==> run_1/clock_nets.png <==
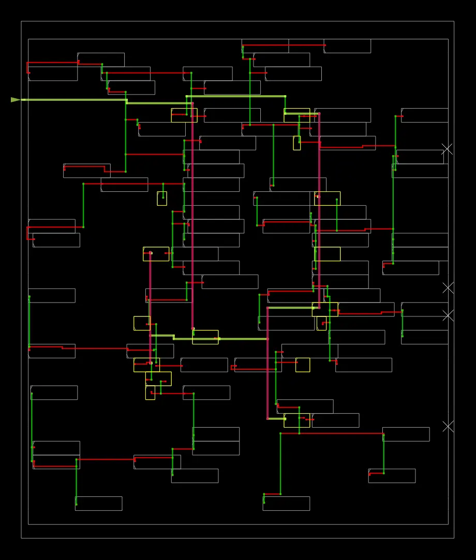
==> run_1/closeup.png <==
Bar = 10 um. Window x 27 to 57, y 36 to 66 um. Cells in grey, sequential cells in the stronger grey; small squares are vias.
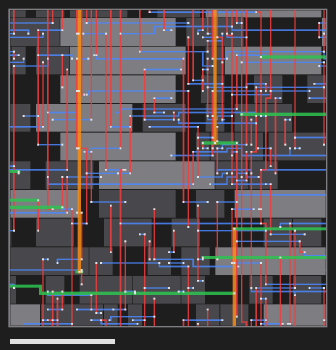
==> run_1/m4.png <==
Supply wires on this layer in grey.
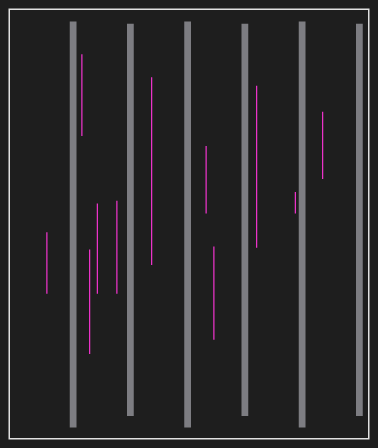
==> run_1/m1.png <==
Supply wires on this layer in grey.
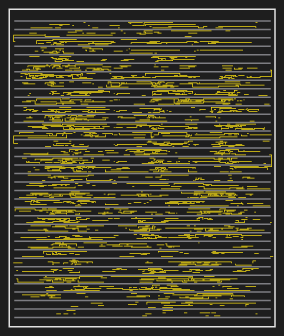
**src/rtl/uart_rx_ctrl_if.sv**
```systemverilog
// ---------------------------------------------------------------------------
// uart_rx_ctrl_if
// Valid/ready stream carrying received UART frames from the receive
// controller FIFO to its consumer (register block or DMA).
//
// Signals:
//   m_data   frame data at the FIFO head
//   m_perr   parity-error flag stored with the head frame
//   m_valid  FIFO holds at least one frame
//   m_ready  consumer accepts the head frame this cycle
//
// Modports:
//   master   the FIFO side (drives data/perr/valid, samples ready)
//   slave    the consumer side
// ---------------------------------------------------------------------------
interface uart_rx_ctrl_if #(
    parameter int UART_SIZE = 8
) ();

    logic [UART_SIZE-1:0] m_data;
    logic                 m_perr;
    logic                 m_valid;
    logic                 m_ready;

    modport master (
        output m_data,
        output m_perr,
        output m_valid,
        input  m_ready
    );

    modport slave (
        input  m_data,
        input  m_perr,
        input  m_valid,
        output m_ready
    );

endinterface

```
**src/rtl/uart_rx_ctrl.sv**
```systemverilog
// ---------------------------------------------------------------------------
// uart_rx_ctrl
// Receive-side controller wrapped around the uart_rx frame decoder.
// Synchronises the serial pin, produces mid-bit baud ticks from a phase
// accumulator, and queues decoded frames in a small FIFO presented on a
// valid/ready stream with overflow and frame-error tracking.
//
// Optional feature macro: UART_RX_CTRL_ERR_CNT_EN
//   defined   -> frame-error edge detector and saturating counter present
//   undefined -> o_frame_err_cnt is tied to zero
//
// Ports:
//   clk, reset_n           system clock, asynchronous active-low reset
//   i_rx_pin               raw asynchronous serial input
//   i_baud_inc             accumulator increment (2^ACC_WIDTH / clocks-per-bit)
//   o_rx_sync              synchronised serial line to the decoder
//   o_baud_tick            one-cycle sample pulse to the decoder
//   i_phase_accum_reset    decoder request to hold the accumulator at preload
//   i_rx_data, i_done      decoder frame data and good-stop-bit pulse
//   i_crc_error            decoder parity flag, stored with each frame
//   i_stop_error           decoder stop-bit error flag
//   m_if                   frame stream (master modport)
//   o_fifo_level           FIFO occupancy, 0..FIFO_DEPTH
//   o_overflow             sticky dropped-frame flag
//   i_clr_overflow         clears o_overflow
//   o_frame_err_cnt        saturating stop-error event count
// ---------------------------------------------------------------------------
module uart_rx_ctrl #(
    parameter int UART_SIZE  = 8,
    parameter int FIFO_DEPTH = 4,
    parameter int ACC_WIDTH  = 16
) (
    input  logic                          clk,
    input  logic                          reset_n,
    input  logic                          i_rx_pin,
    input  logic [ACC_WIDTH-1:0]          i_baud_inc,
    output logic                          o_rx_sync,
    output logic                          o_baud_tick,
    input  logic                          i_phase_accum_reset,
    input  logic [UART_SIZE-1:0]          i_rx_data,
    input  logic                          i_done,
    input  logic                          i_crc_error,
    input  logic                          i_stop_error,
    uart_rx_ctrl_if.master                m_if,
    output logic [$clog2(FIFO_DEPTH):0]   o_fifo_level,
    output logic                          o_overflow,
    input  logic                          i_clr_overflow,
    output logic [7:0]                    o_frame_err_cnt
);

    localparam int PTR_W   = $clog2(FIFO_DEPTH);
    localparam int LVL_W   = PTR_W + 1;
    localparam int ENTRY_W = UART_SIZE + 1;

    localparam logic [LVL_W-1:0]     LVL_FULL    = LVL_W'(FIFO_DEPTH);
    localparam logic [ACC_WIDTH-1:0] ACC_PRELOAD = {1'b1, {(ACC_WIDTH-1){1'b0}}};

    logic                 r_syncMeta;
    logic                 r_syncOut;
    logic [ACC_WIDTH-1:0] r_accum;
    logic                 r_tick;
    logic [ACC_WIDTH:0]   w_accSum;

    logic [ENTRY_W-1:0]   r_mem [FIFO_DEPTH];
    logic [PTR_W-1:0]     r_wrPtr;
    logic [PTR_W-1:0]     r_rdPtr;
    logic [PTR_W-1:0]     w_rdPtrNext;
    logic [LVL_W-1:0]     r_level;
    logic [LVL_W-1:0]     w_levelNext;
    logic                 r_valid;
    logic [UART_SIZE-1:0] r_headData;
    logic                 r_headPerr;
    logic                 r_overflow;
    logic                 w_pop;
    logic                 w_full;
    logic                 w_push;
    logic                 w_drop;
    logic [ENTRY_W-1:0]   w_pushEntry;
    logic [ENTRY_W-1:0]   w_headNext;

    // Two-flop synchroniser; both stages idle high like a quiet UART line.
    always_ff @(posedge clk or negedge reset_n) begin
        if (!reset_n) begin
            r_syncMeta <= 1'b1;
            r_syncOut  <= 1'b1;
        end else begin
            r_syncMeta <= i_rx_pin;
            r_syncOut  <= r_syncMeta;
        end
    end

    assign o_rx_sync = r_syncOut;

    // Phase accumulator. The half-scale preload puts the first carry half a
    // bit after release, so ticks land mid-bit. The carry is the tick.
    assign w_accSum = {1'b0, r_accum} + {1'b0, i_baud_inc};

    always_ff @(posedge clk or negedge reset_n) begin
        if (!reset_n) begin
            r_accum <= ACC_PRELOAD;
            r_tick  <= 1'b0;
        end else if (i_phase_accum_reset) begin
            r_accum <= ACC_PRELOAD;
            r_tick  <= 1'b0;
        end else begin
            r_accum <= w_accSum[ACC_WIDTH-1:0];
            r_tick  <= w_accSum[ACC_WIDTH];
        end
    end

    assign o_baud_tick = r_tick;

    // A full FIFO still accepts a push when the head leaves in the same cycle.
    assign w_pop       = r_valid & m_if.m_ready;
    assign w_full      = (r_level == LVL_FULL);
    assign w_push      = i_done & (~w_full | w_pop);
    assign w_drop      = i_done & w_full & ~w_pop;
    assign w_pushEntry = {i_crc_error, i_rx_data};
    assign w_rdPtrNext = w_pop ? r_rdPtr + PTR_W'(1) : r_rdPtr;

    // Occupancy after this edge.
    always_comb begin
        w_levelNext = r_level;
        if (w_push && !w_pop) begin
            w_levelNext = r_level + LVL_W'(1);
        end else if (!w_push && w_pop) begin
            w_levelNext = r_level - LVL_W'(1);
        end
    end

    // Head register contents after this edge. When the pushed entry becomes
    // the head it is taken from the push path, since the memory write lands
    // on the same edge. An emptied FIFO keeps showing the last head.
    always_comb begin
        w_headNext = {r_headPerr, r_headData};
        if (w_levelNext != '0) begin
            if (w_push && (r_wrPtr == w_rdPtrNext)) begin
                w_headNext = w_pushEntry;
            end else begin
                w_headNext = r_mem[w_rdPtrNext];
            end
        end
    end

    // Storage needs no reset: validity is governed by the level counter.
    always_ff @(posedge clk) begin
        if (w_push) begin
            r_mem[r_wrPtr] <= w_pushEntry;
        end
    end

    // Pointers, level, registered head and the sticky overflow flag, where a
    // dropped frame beats a simultaneous clear.
    always_ff @(posedge clk or negedge reset_n) begin
        if (!reset_n) begin
            r_wrPtr    <= '0;
            r_rdPtr    <= '0;
            r_level    <= '0;
            r_valid    <= 1'b0;
            r_headData <= '0;
            r_headPerr <= 1'b0;
            r_overflow <= 1'b0;
        end else begin
            if (w_push) begin
                r_wrPtr <= r_wrPtr + PTR_W'(1);
            end
            r_rdPtr                  <= w_rdPtrNext;
            r_level                  <= w_levelNext;
            r_valid                  <= (w_levelNext != '0);
            {r_headPerr, r_headData} <= w_headNext;
            if (w_drop) begin
                r_overflow <= 1'b1;
            end else if (i_clr_overflow) begin
                r_overflow <= 1'b0;
            end
        end
    end

    assign m_if.m_data  = r_headData;
    assign m_if.m_perr  = r_headPerr;
    assign m_if.m_valid = r_valid;
    assign o_fifo_level = r_level;
    assign o_overflow   = r_overflow;

`ifdef UART_RX_CTRL_ERR_CNT_EN
    logic       r_parPrev;
    logic [7:0] r_errCnt;
    logic       w_frameErr;

    // The decoder re-arms the accumulator when it abandons a frame; a rising
    // edge without a good stop bit but with a stop error is a framing error.
    assign w_frameErr = ~r_parPrev & i_phase_accum_reset & ~i_done & i_stop_error;

    // Previous-value register starts high so release from reset with the
    // decoder idle is not mistaken for an edge. Counter saturates at 255.
    always_ff @(posedge clk or negedge reset_n) begin
        if (!reset_n) begin
            r_parPrev <= 1'b1;
            r_errCnt  <= 8'd0;
        end else begin
            r_parPrev <= i_phase_accum_reset;
            if (w_frameErr && (r_errCnt != 8'hFF)) begin
                r_errCnt <= r_errCnt + 8'd1;
            end
        end
    end

    assign o_frame_err_cnt = r_errCnt;
`else
    logic w_unusedStopError;

    assign w_unusedStopError = i_stop_error;
    assign o_frame_err_cnt   = 8'd0;
`endif

endmodule
```
**src/flat_wrapper.sv**
```systemverilog
// flat-port wrapper written by rule: the top's interface ports become plain ports
module uart_rx_ctrl_flat 
#(
    parameter int UART_SIZE  = 8,
    parameter int FIFO_DEPTH = 4,
    parameter int ACC_WIDTH  = 16
)
  (clk, reset_n, i_rx_pin, i_baud_inc, o_rx_sync, o_baud_tick, i_phase_accum_reset, i_rx_data, i_done, i_crc_error, i_stop_error, o_fifo_level, o_overflow, i_clr_overflow, o_frame_err_cnt, m_if_m_data, m_if_m_perr, m_if_m_valid, m_if_m_ready);
  uart_rx_ctrl_if #(.UART_SIZE(UART_SIZE)) m_if_i ();
  input  logic clk;
  input  logic reset_n;
  input  logic i_rx_pin;
  input  logic [ACC_WIDTH-1:0] i_baud_inc;
  output logic o_rx_sync;
  output logic o_baud_tick;
  input  logic i_phase_accum_reset;
  input  logic [UART_SIZE-1:0] i_rx_data;
  input  logic i_done;
  input  logic i_crc_error;
  input  logic i_stop_error;
  output logic [$clog2(FIFO_DEPTH):0] o_fifo_level;
  output logic o_overflow;
  input  logic i_clr_overflow;
  output logic [7:0] o_frame_err_cnt;
  output wire logic [$bits(m_if_i.m_data)-1:0] m_if_m_data;
  output wire logic [$bits(m_if_i.m_perr)-1:0] m_if_m_perr;
  output wire logic [$bits(m_if_i.m_valid)-1:0] m_if_m_valid;
  input wire logic [$bits(m_if_i.m_ready)-1:0] m_if_m_ready;
  assign m_if_m_data = m_if_i.m_data;
  assign m_if_m_perr = m_if_i.m_perr;
  assign m_if_m_valid = m_if_i.m_valid;
  assign m_if_i.m_ready = m_if_m_ready;
  uart_rx_ctrl #(.UART_SIZE(UART_SIZE), .FIFO_DEPTH(FIFO_DEPTH), .ACC_WIDTH(ACC_WIDTH)) u_core (.clk(clk), .reset_n(reset_n), .i_rx_pin(i_rx_pin), .i_baud_inc(i_baud_inc), .o_rx_sync(o_rx_sync), .o_baud_tick(o_baud_tick), .i_phase_accum_reset(i_phase_accum_reset), .i_rx_data(i_rx_data), .i_done(i_done), .i_crc_error(i_crc_error), .i_stop_error(i_stop_error), .m_if(m_if_i), .o_fifo_level(o_fifo_level), .o_overflow(o_overflow), .i_clr_overflow(i_clr_overflow), .o_frame_err_cnt(o_frame_err_cnt));
endmodule
```
**config.mk**
```make
export PLATFORM = sky130hd
export DESIGN_NAME = uart_rx_ctrl_flat
export DESIGN_NICKNAME = d
export VERILOG_FILES = /design/src/rtl/uart_rx_ctrl_if.sv /design/src/rtl/uart_rx_ctrl.sv /design/src/flat_wrapper.sv
export SDC_FILE = /design/constraint.sdc
export NUM_CORES = 1
export LEC_CHECK = 0
export CORE_ASPECT_RATIO = 1.2
export CORE_UTILIZATION = 50
export DETAILED_ROUTE_END_ITERATION = 12
export PLACE_DENSITY_LB_ADDON = 0.25
export SYNTH_ARGS = -nofsm -noshare
export SYNTH_HDL_FRONTEND = slang
export SYNTH_SLANG_ARGS = --single-unit
export TNS_END_PERCENT = 30
```
**constraint.sdc**
```tcl
create_clock -name clk -period 2.1 [get_ports clk]
set_clock_uncertainty 0.15 [all_clocks]
set_input_delay 0.63 -clock clk [delete_from_list [all_inputs] [get_ports clk]]
set_output_delay 0.63 -clock clk [all_outputs]
set_load 0.01 [all_outputs]
```
==> impl_metrics.csv, run 1 <==
group,metric,value,unit
synthesis,synth_cell_types,52,
setup_path,crit_arrival,2.37,ns
global_route,grt_pass1_vias,3409,
synthesis,top_logic_kind,"AND-OR/OR-AND gates",
finish,fin_util,0.7500,
timing,rsz0062_at_grt,"yes",
global_route,grt_usage,0.2473,
timing,timing.fmax,436.2,MHz
global_route,grtUsageMet3,0.04401,
floorplan,ios,57,
power_and_ir_drop,p_clk_frac,0.116,
setup_path,slowest_stage,"dfrtp_1",
synthesis,synth_flops,73,
synthesis,ys_seq_frac,0.4882,
setup_path,path_buffers,3,
synthesis,yosys.area.top_type,"edfxtp_1",
run_status,status,"finished, violations left",
placement,globalplace.congestion,0.9343,
synthesis,yosys.area.top_type_share,0.2625,
synthesis,simple_gate_share,0.1279,
global_route,grt_pass1_wl,16230,um
finish,syn2layout_area_growth,42.74,%
synthesis,synth_area,4119,um2
floorplan,core_util_floorplan,0.5255,
finish,layout_top_cell,"buf_4",
setup_path,path_depth,10,
clock_network,h-tree-depth,3,
clock_network,cts_root_buf,"clkbuf_8",
global_route,grt_max_degree,38,
floorplan,rows,35,
routing,wl_per_cell,17.24,um
synthesis,edf_count,36,
timing,setup_viol,13,
synthesis,dominantRegCellSynth,"edfxtp_1",
setup_path,start_kind,"flop",
finish,finalNetCount,540,
finish,layout-drive-gt1-share,0.3852,
setup_path,crit_end,"u_core.m_if.m_data[5]$_DFFE_PN0P_",
power_and_ir_drop,p_sw,0.003085,W
clock_network,cts.reportedPaths.clkPinSlew,0.08,ns
floorplan,die_y,101.4,um
synthesis,async_flop_share,0.5068,
min_path,hold_class,"in -> async",
setup_path,worstPathRequired,2.18,ns
routing,drc,4,
setup_path,end_kind,"flop",
global_route,antenna_found_initial,0,
power_and_ir_drop,leakagePower,2.430,nW
placement,placed_cell_area,5159,um2
floorplan,core-area,7839,um2
placement,dp_hpwl,6223,um
routing,viasPerCell,5.648,
synthesis,synthesis.instances,360,
floorplan,die_x,84.86,um
routing,drt_iter0_drc,185,
global_route,globalRouteMet2Util,0.4509,
setup_path,cp_top_family,"flip-flops",
setup_path,crit_type,"reg -> reg",
timing,layout_setup_ws,-0.1924,ns
synthesis,synthMuxAreaShare,0.08566,
clock_network,clk_path_buf_depth,2,
setup_path,reg2reg_from,"u_core.o_fifo_level[0]$_DFF_PN0_",
synthesis,yosys_area,4119,um2
power_and_ir_drop,max-vdd-ir-drop,0.8146,mV
routing,drt_pre_antenna_iters,8,
power_and_ir_drop,p_per_area,1442,nW/um2
setup_path,r2r_setup_slack,-0.19,ns
synthesis,topCellsByArea,"edfxtp_1, dfrtp_1, ha_1",
synthesis,synthAoiAreaFrac,0.1355,
placement,port-buffer-count,47,
run_status,violations,"DRC, setup timing",
timing,final.setup.tns,-1.873,ns
setup_path,cp_max_fo,5,
routing,ant_nets,0,
power_and_ir_drop,power,0.008476,W
finish,final_cell_mix,"buf_4, edfxtp_1, dfrtp_1, nor2_1, clkdlybuf4s50_1",
job,max_cap_viol_count,0,
timing,min_period,2.292,ns
power_and_ir_drop,switching_share,0.3640,
timing,finalClockPeriodUsage,1.092,
power_and_ir_drop,p_comb_frac,0.619,
setup_path,rr_endpoint,"u_core.m_if.m_data[5]$_DFFE_PN0P_",
setup_path,crit_path_cell_trace,"inv_2 -> ha_4 -> ha_4 -> nor3b_2 -> xnor2_1 -> a21oi_2 -> nor3_4 -> buf_12 -> buf_12 -> mux2_4",
finish,antenna_cells,0,
job,warning_count,34,
setup_path,ff2ff_path_depth,10,
power_and_ir_drop,p_int,0.005391,W
clock_network,cts_tree,"done",
synthesis,yosys-stat-cells,360,
synthesis,ys_warn_count,0,
global_route,grt-ovfl-total,0,
timing,hold_violations,0,
timing,drv_slew,0,
clock_network,clock-sinks,73,
power_and_ir_drop,seq_power_share,0.265,
setup_path,critical_path.startpoint,"u_core.o_fifo_level[0]$_DFF_PN0_",
finish,fin_area,5879,um2
global_route,busiest_layer,"met2",
setup_path,slowest_delay,0.38,ns
clock_network,hold_buffers,0,
synthesis,adder_share,0.07473,
synthesis,ys_sh_xor,0.03615,
synthesis,avgSynthCellArea,11.44,um2
floorplan,chip_area,8606,um2
## Picture notes: clock_nets.png
CTS Buf Count: 9
worst skew pair latency: 0.35 ns

## Picture notes: closeup.png
layer	colour
M2	red
M3	green
M4	orange
M1	blue
cells with their middle in the window	54
netlist names of flops here include	`u_core.r_mem` (8), `u_core.m_if.m_data` (2)
most frequent	buf_4 (8), edfxtp_1 (8)
sequential cells in the window	11

## Picture notes: m4.png
main direction	vertical
share of all routed wire	2.4%
wire length on this layer	241 um
nets with wire on the layer	9
longest straight run	44.2 um
via count: 3276
routed wire length: 9998 um

## Picture notes: m1.png
wire length on this layer	4020 um
nets with wire on the layer	490
main direction	horizontal
longest straight run	26.2 um
met1 GRT Util: 0.2850

run 1: power groups by stage:
stage               registers (W)  clock network, W  logic, W
global route              0.00228           0.00106   0.00566
finish                    0.00225          0.000983   0.00525
detailed placement        0.00221                 0   0.00421
global placement          0.00219                 0   0.00408
CTS                       0.00223           0.00101   0.00510
floorplan                 0.00224                 0   0.00258
run 1: registers in the layout, summed over array words and instances, names as in the netlist:
signal	flops
u_core.r_wrPtr	2
u_core.m_if.m_data	8
u_core.r_rdPtr	2
u_core.r_mem	36
u_core.r_syncMeta	1
u_core.o_overflow	1
u_core.r_accum	16
u_core.o_fifo_level	3
u_core.o_baud_tick	1
u_core.o_rx_sync	1
u_core.m_if.m_perr	1
u_core.m_if.m_valid	1
run 1: metal layers:
metal | part of all wire | vias up
met3 | 0.038 | 25
met4 | 0.024 | 0
met5 | 0 | -
met1 | 0.40 | 1612
li1 | - | 1560
met2 | 0.54 | 79
run 1: metrics by stage:
| step | setup WS [ns] | instances | hold WS (ns) |
|---|---|---|---|
| 2_1_floorplan | -0.3378 | 367 | 0.1844 |
| 3_3_place_gp | -0.8896 | 550 | 0.1966 |
| 3_5_place_dp | -0.9030 | 550 | 0.1968 |
| 4_1_cts | -0.1374 | 580 | 0.08967 |
| 5_1_grt | -0.2857 | 580 | 0.1192 |
| 6_report | -0.1924 | 580 | 0.09225 |
run 1: cell usage after synthesis (2+ instances only):
cell type  number
edfxtp_1       36
dfrtp_1        34
nor2_1         30
ha_1           23
a21oi_1        17
mux2_2         17
nor3_1         14
nand2_1        13
o21ai_0        13
inv_1          10
mux2_4         10
o31ai_1        10
xnor2_1        10
a22oi_1         9
nand3b_1        9
o221ai_1        9
or3_1           9
buf_4           8
clkbuf_1        8
nor2b_1         8
xor2_1          7
a21o_1          6
and2_1          5
buf_2           5
a211oi_1        3
buf_6           3
dfstp_2         3
o21a_1          3
and3_1          2
nand2b_1        2
nand4_1         2
o211ai_1        2
run 1: cell families (layout without fill, tap and decap cells):
| group | after synthesis | after routing |
|---|---|---|
| and+or+nand+nor | 100 | 100 |
| other | 1 | 8 |
| DFF | 73 | 73 |
| buffers and inverters | 36 | 157 |
| muxes | 28 | 28 |
| AOI/OAI and AO/OA | 81 | 81 |
| xor gates and xnor gates | 17 | 17 |
| adders and majority gates | 24 | 24 |
run 1: what timing repair did:
| action | CTS | global route |
|---|---|---|
| cloned | 1 | 0 |
| buffers inserted | 15 | 0 |
| gates resized | 100 | 6 |
| pin swaps | 37 | 17 |
| setup endpoints to repair | 64 | 21 |
run 1: layout make-up:
cell class / count / area [um2]
clock buffer: 11 / 141.4
fill: 496 / 1959
tap: 92 / 115.1
clock inverter: 5 / 31.28
timing repair buffer: 131 / 1194
sequential: 73 / 2011
inverter: 10 / 37.54
multi-input combinational: 258 / 2350
==> run 1 -> run 2 <==
--- a/config.mk
+++ b/config.mk
@@ -5,9 +5,11 @@
 export SDC_FILE = /design/constraint.sdc
 export NUM_CORES = 1
 export LEC_CHECK = 0
+export CAP_MARGIN = 20
 export CORE_ASPECT_RATIO = 1.2
 export CORE_UTILIZATION = 50
 export DETAILED_ROUTE_END_ITERATION = 12
+export MAX_ROUTING_LAYER = met4
 export PLACE_DENSITY_LB_ADDON = 0.25
 export SYNTH_ARGS = -nofsm -noshare
 export SYNTH_HDL_FRONTEND = slang
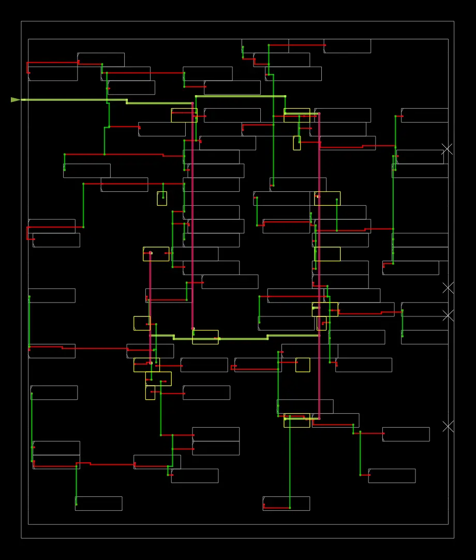
(run_2/clock_nets.png)
Power Clock: 0.000983 W
CTS Sinks: 73
FF+latch count: 73

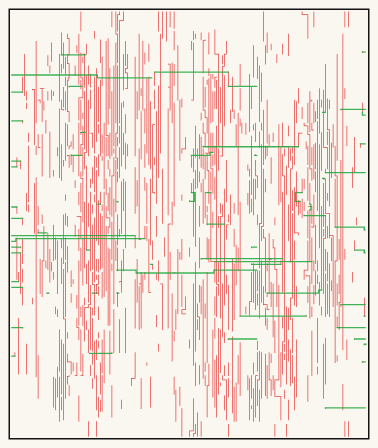
(run_2/layers.png)
Two of the layers only.
layer	colour	wire length
M2	red	5410 um
M3	green	393 um
GRT Resource Usage Total: 0.2558
WL/cell: 17.23 um
via count: 3273

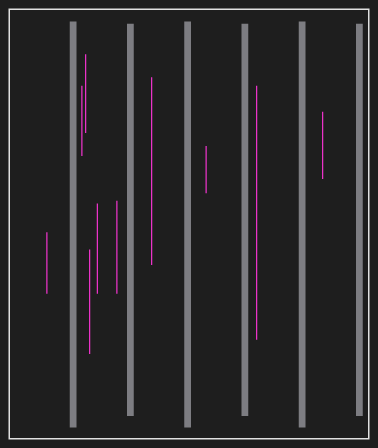
(run_2/m4.png)
Supply wires on this layer in grey.
share of all routed wire	2.5%
longest straight run	59.8 um
nets with wire on the layer	9
main direction	vertical
wire length on this layer	247 um
routed wire length: 9993 um

==> run 2 against run 1 <==
The run still ends with DRC, setup timing left. Sequential power barely moved. Global-route usage rose by 0.85 points. Synthesized cell count is the same. Critical path depth rose by 1. Maximum frequency up 0.19%. Die area is the same. Non-clock buffer count unchanged. Largest cell class unchanged. Highest routed layer unchanged.
==> impl_metrics.csv, run 2 <==
group,metric,value,unit
power_and_ir_drop,p_int,0.005391,W
setup_path,worstPathRequired,2.18,ns
synthesis,yosys.area.top_type_share,0.2625,
clock_network,clkLatencyLatePin,0.35,ns
synthesis,ys_warn_count,0,
global_route,antenna_found_initial,0,
synthesis,synthAoiAreaFrac,0.1355,
finish,fin_util,0.7500,
timing,rsz0062_at_grt,"yes",
synthesis,avgSynthCellArea,11.44,um2
finish,finalNetCount,540,
finish,fin_cells,580,
timing,drv_slew,0,
setup_path,crit_type,"reg -> reg",
synthesis,topCellsByArea,"edfxtp_1, dfrtp_1, ha_1",
global_route,grt_pass1_wl,16240,um
power_and_ir_drop,p_comb_frac,0.619,
synthesis,synthMuxAreaShare,0.08566,
routing,drc,4,
floorplan,rows,35,
finish,layout-drive-gt1-share,0.3852,
routing,ant_nets,0,
timing,layout_setup_ws,-0.1880,ns
routing,viasPerCell,5.643,
power_and_ir_drop,leakagePower,2.430,nW
finish,final.fill_count,496,
synthesis,adder_share,0.07473,
setup_path,cp_max_fo,5,
synthesis,synth_top_cell_by_count,"edfxtp_1",
timing,finalClockPeriodUsage,1.090,
run_status,status,"finished, violations left",
placement,dpl.cell_count,550,
finish,layout_top_cell,"buf_4",
global_route,grt-ovfl-total,0,
setup_path,start_kind,"flop",
synthesis,yosys_area,4119,um2
finish,largest_register,"u_core.r_mem",
synthesis,top_cells_by_count,"edfxtp_1, dfrtp_1, nor2_1, ha_1",
synthesis,ys_sh_xor,0.03615,
global_route,grt_max_degree,38,
power_and_ir_drop,p_per_area,1441,nW/um2
synthesis,dominantRegCellSynth,"edfxtp_1",
synthesis,ys_seq_frac,0.4882,
synthesis,synth_area,4119,um2
floorplan,ios,57,
floorplan,die_x,84.86,um
floorplan,core_util_floorplan,0.5255,
placement,port-buffer-count,47,
clock_network,cts_tree,"done",
power_and_ir_drop,seq_power_share,0.265,
power_and_ir_drop,switching_share,0.3639,
synthesis,yosys-stat-cells,360,
timing,min_period,2.288,ns
synthesis,synth_flops,73,
synthesis,yosys.area.top_type,"edfxtp_1",
setup_path,crit_arrival,2.37,ns
timing,timing.fmax,437.1,MHz
routing,drt_pre_antenna_iters,9,
power_and_ir_drop,max-vdd-ir-drop,0.8145,mV
clock_network,cts_root_buf,"clkbuf_8",
global_route,grt_pass1_vias,3405,
finish,largest_register_ff_count,36,
placement,dp_hpwl,6223,um
routing,drt_iter0_drc,185,
placement,globalplace.congestion,0.9510,
clock_network,cts-buffers-inserted,9,
synthesis,edf_count,36,
run_status,violations,"DRC, setup timing",
synthesis,simple_gate_share,0.1279,
clock_network,clk_path_buf_depth,2,
timing,hold_violations,0,
synthesis,synthesis.instances,360,
finish,syn2layout_area_growth,42.74,%
synthesis,async_flop_share,0.5068,
clock_network,hold_buffers,0,
synthesis,synth_cell_types,52,
floorplan,die_y,101.4,um
finish,final_cell_mix,"buf_4, edfxtp_1, dfrtp_1, nor2_1, clkdlybuf4s50_1",
clock_network,cts.reportedPaths.clkPinSlew,0.08,ns
floorplan,chip_area,8606,um2
setup_path,end_kind,"flop",
finish,antenna_cells,0,
floorplan,core-area,7839,um2
synthesis,top_logic_kind,"AND-OR/OR-AND gates",
clock_network,h-tree-depth,3,
timing,setup_viol,13,
power_and_ir_drop,p_sw,0.003083,W
min_path,hold_class,"in -> async",
job,warning_count,34,
power_and_ir_drop,p_clk_frac,0.116,
job,max_cap_viol_count,0,
run 2: cell counts in the layout (fill, tap and decap cells not counted):
Identical to the previous run, type by type.
run 2: critical path, cell delays in order (launching register included):
cell     delay, ns
dfrtp_1       0.38
inv_2         0.07
ha_4          0.16
ha_4          0.18
a21oi_4       0.15
nand2_2       0.10
o21ai_4       0.09
xnor2_4       0.11
nor3_4        0.21
buf_12        0.15
buf_12        0.12
mux2_4        0.30
run 2: path summary, 6_finish.rpt:
path	end	cells after the start	from	slack, ns
min	u_core.m_if.m_data[7]$_DFFE_PN0P_	2	reset_n	0.09
max	u_core.m_if.m_data[5]$_DFFE_PN0P_	11	u_core.o_fifo_level[0]$_DFF_PN0_	-0.19
max reg2reg	u_core.m_if.m_data[5]$_DFFE_PN0P_	11	u_core.o_fifo_level[0]$_DFF_PN0_	-0.19
max in group asynchronous	u_core.r_syncMeta$_DFF_PN1_	2	reset_n	1.45
min in group clk	u_core.o_rx_sync$_DFF_PN1_	0	u_core.r_syncMeta$_DFF_PN1_	0.21
min reg2reg	u_core.o_rx_sync$_DFF_PN1_	0	u_core.r_syncMeta$_DFF_PN1_	0.21
run 2: metrics by stage:
step / setup TNS [ns] / setup slack [ns] / power (W) / instance area [um2] / hold WS (ns)
after floorplan: -3.918 / -0.3378 / 0.004823 / 4150 / 0.1844
after global placement: -31.91 / -0.8896 / 0.006265 / 5159 / 0.1966
after detailed placement: -34.04 / -0.9030 / 0.006419 / 5159 / 0.1968
after CTS: -1.243 / -0.1374 / 0.008346 / 5841 / 0.08967
after global routing: -3.116 / -0.2823 / 0.009001 / 5879 / 0.1196
final: -1.821 / -0.1880 / 0.008474 / 5879 / 0.08758
run 2: power by group through the flow:
stage	Clock, W	Sequential [W]	Combinational, W
2_1_floorplan	0	0.00224	0.00258
3_5_place_dp	0	0.00221	0.00421
4_1_cts	0.00101	0.00223	0.00510
3_3_place_gp	0	0.00219	0.00408
5_1_grt	0.00106	0.00228	0.00566
6_report	0.000983	0.00225	0.00524
run 2: logic make-up after synthesis:
kind of cell    Yosys count
simple gates            100
xor+xnor                 17
other cells               1
fa+ha+maj                24
flops                    73
buf+inv                  36
mux                      28
compound gates           81
run 2: timing repair:
item / in CTS / in global routing
endpoints found under the setup margin: 64 / 21
resized: 100 / 6
pin swaps: 37 / 17
buffers inserted: 15 / 0
cloned: 1 / 0
run 2: per-layer routing:
layer  share of wire  up-vias  GRT usage
met5               0        -          -
met4           0.025        0     0.1121
met2            0.54       78     0.4515
met1            0.39     1609     0.2844
li1                -     1562          -
met3           0.039       24    0.04645
run 2: final cells by class:
class | instances | area, um2 | share of cell area
Clock buffer | 11 | 141.4 | 0.02405
Clock inverter | 5 | 31.28 | 0.005320
Inverter | 10 | 37.54 | 0.006384
Multi-Input combinational cell | 258 | 2350 | 0.3997
Sequential cell | 73 | 2011 | 0.3420
Tap cell | 92 | 115.1 | 0.01958
Timing Repair Buffer | 131 | 1194 | 0.2030
Power is estimated from default activity; no workload was simulated.
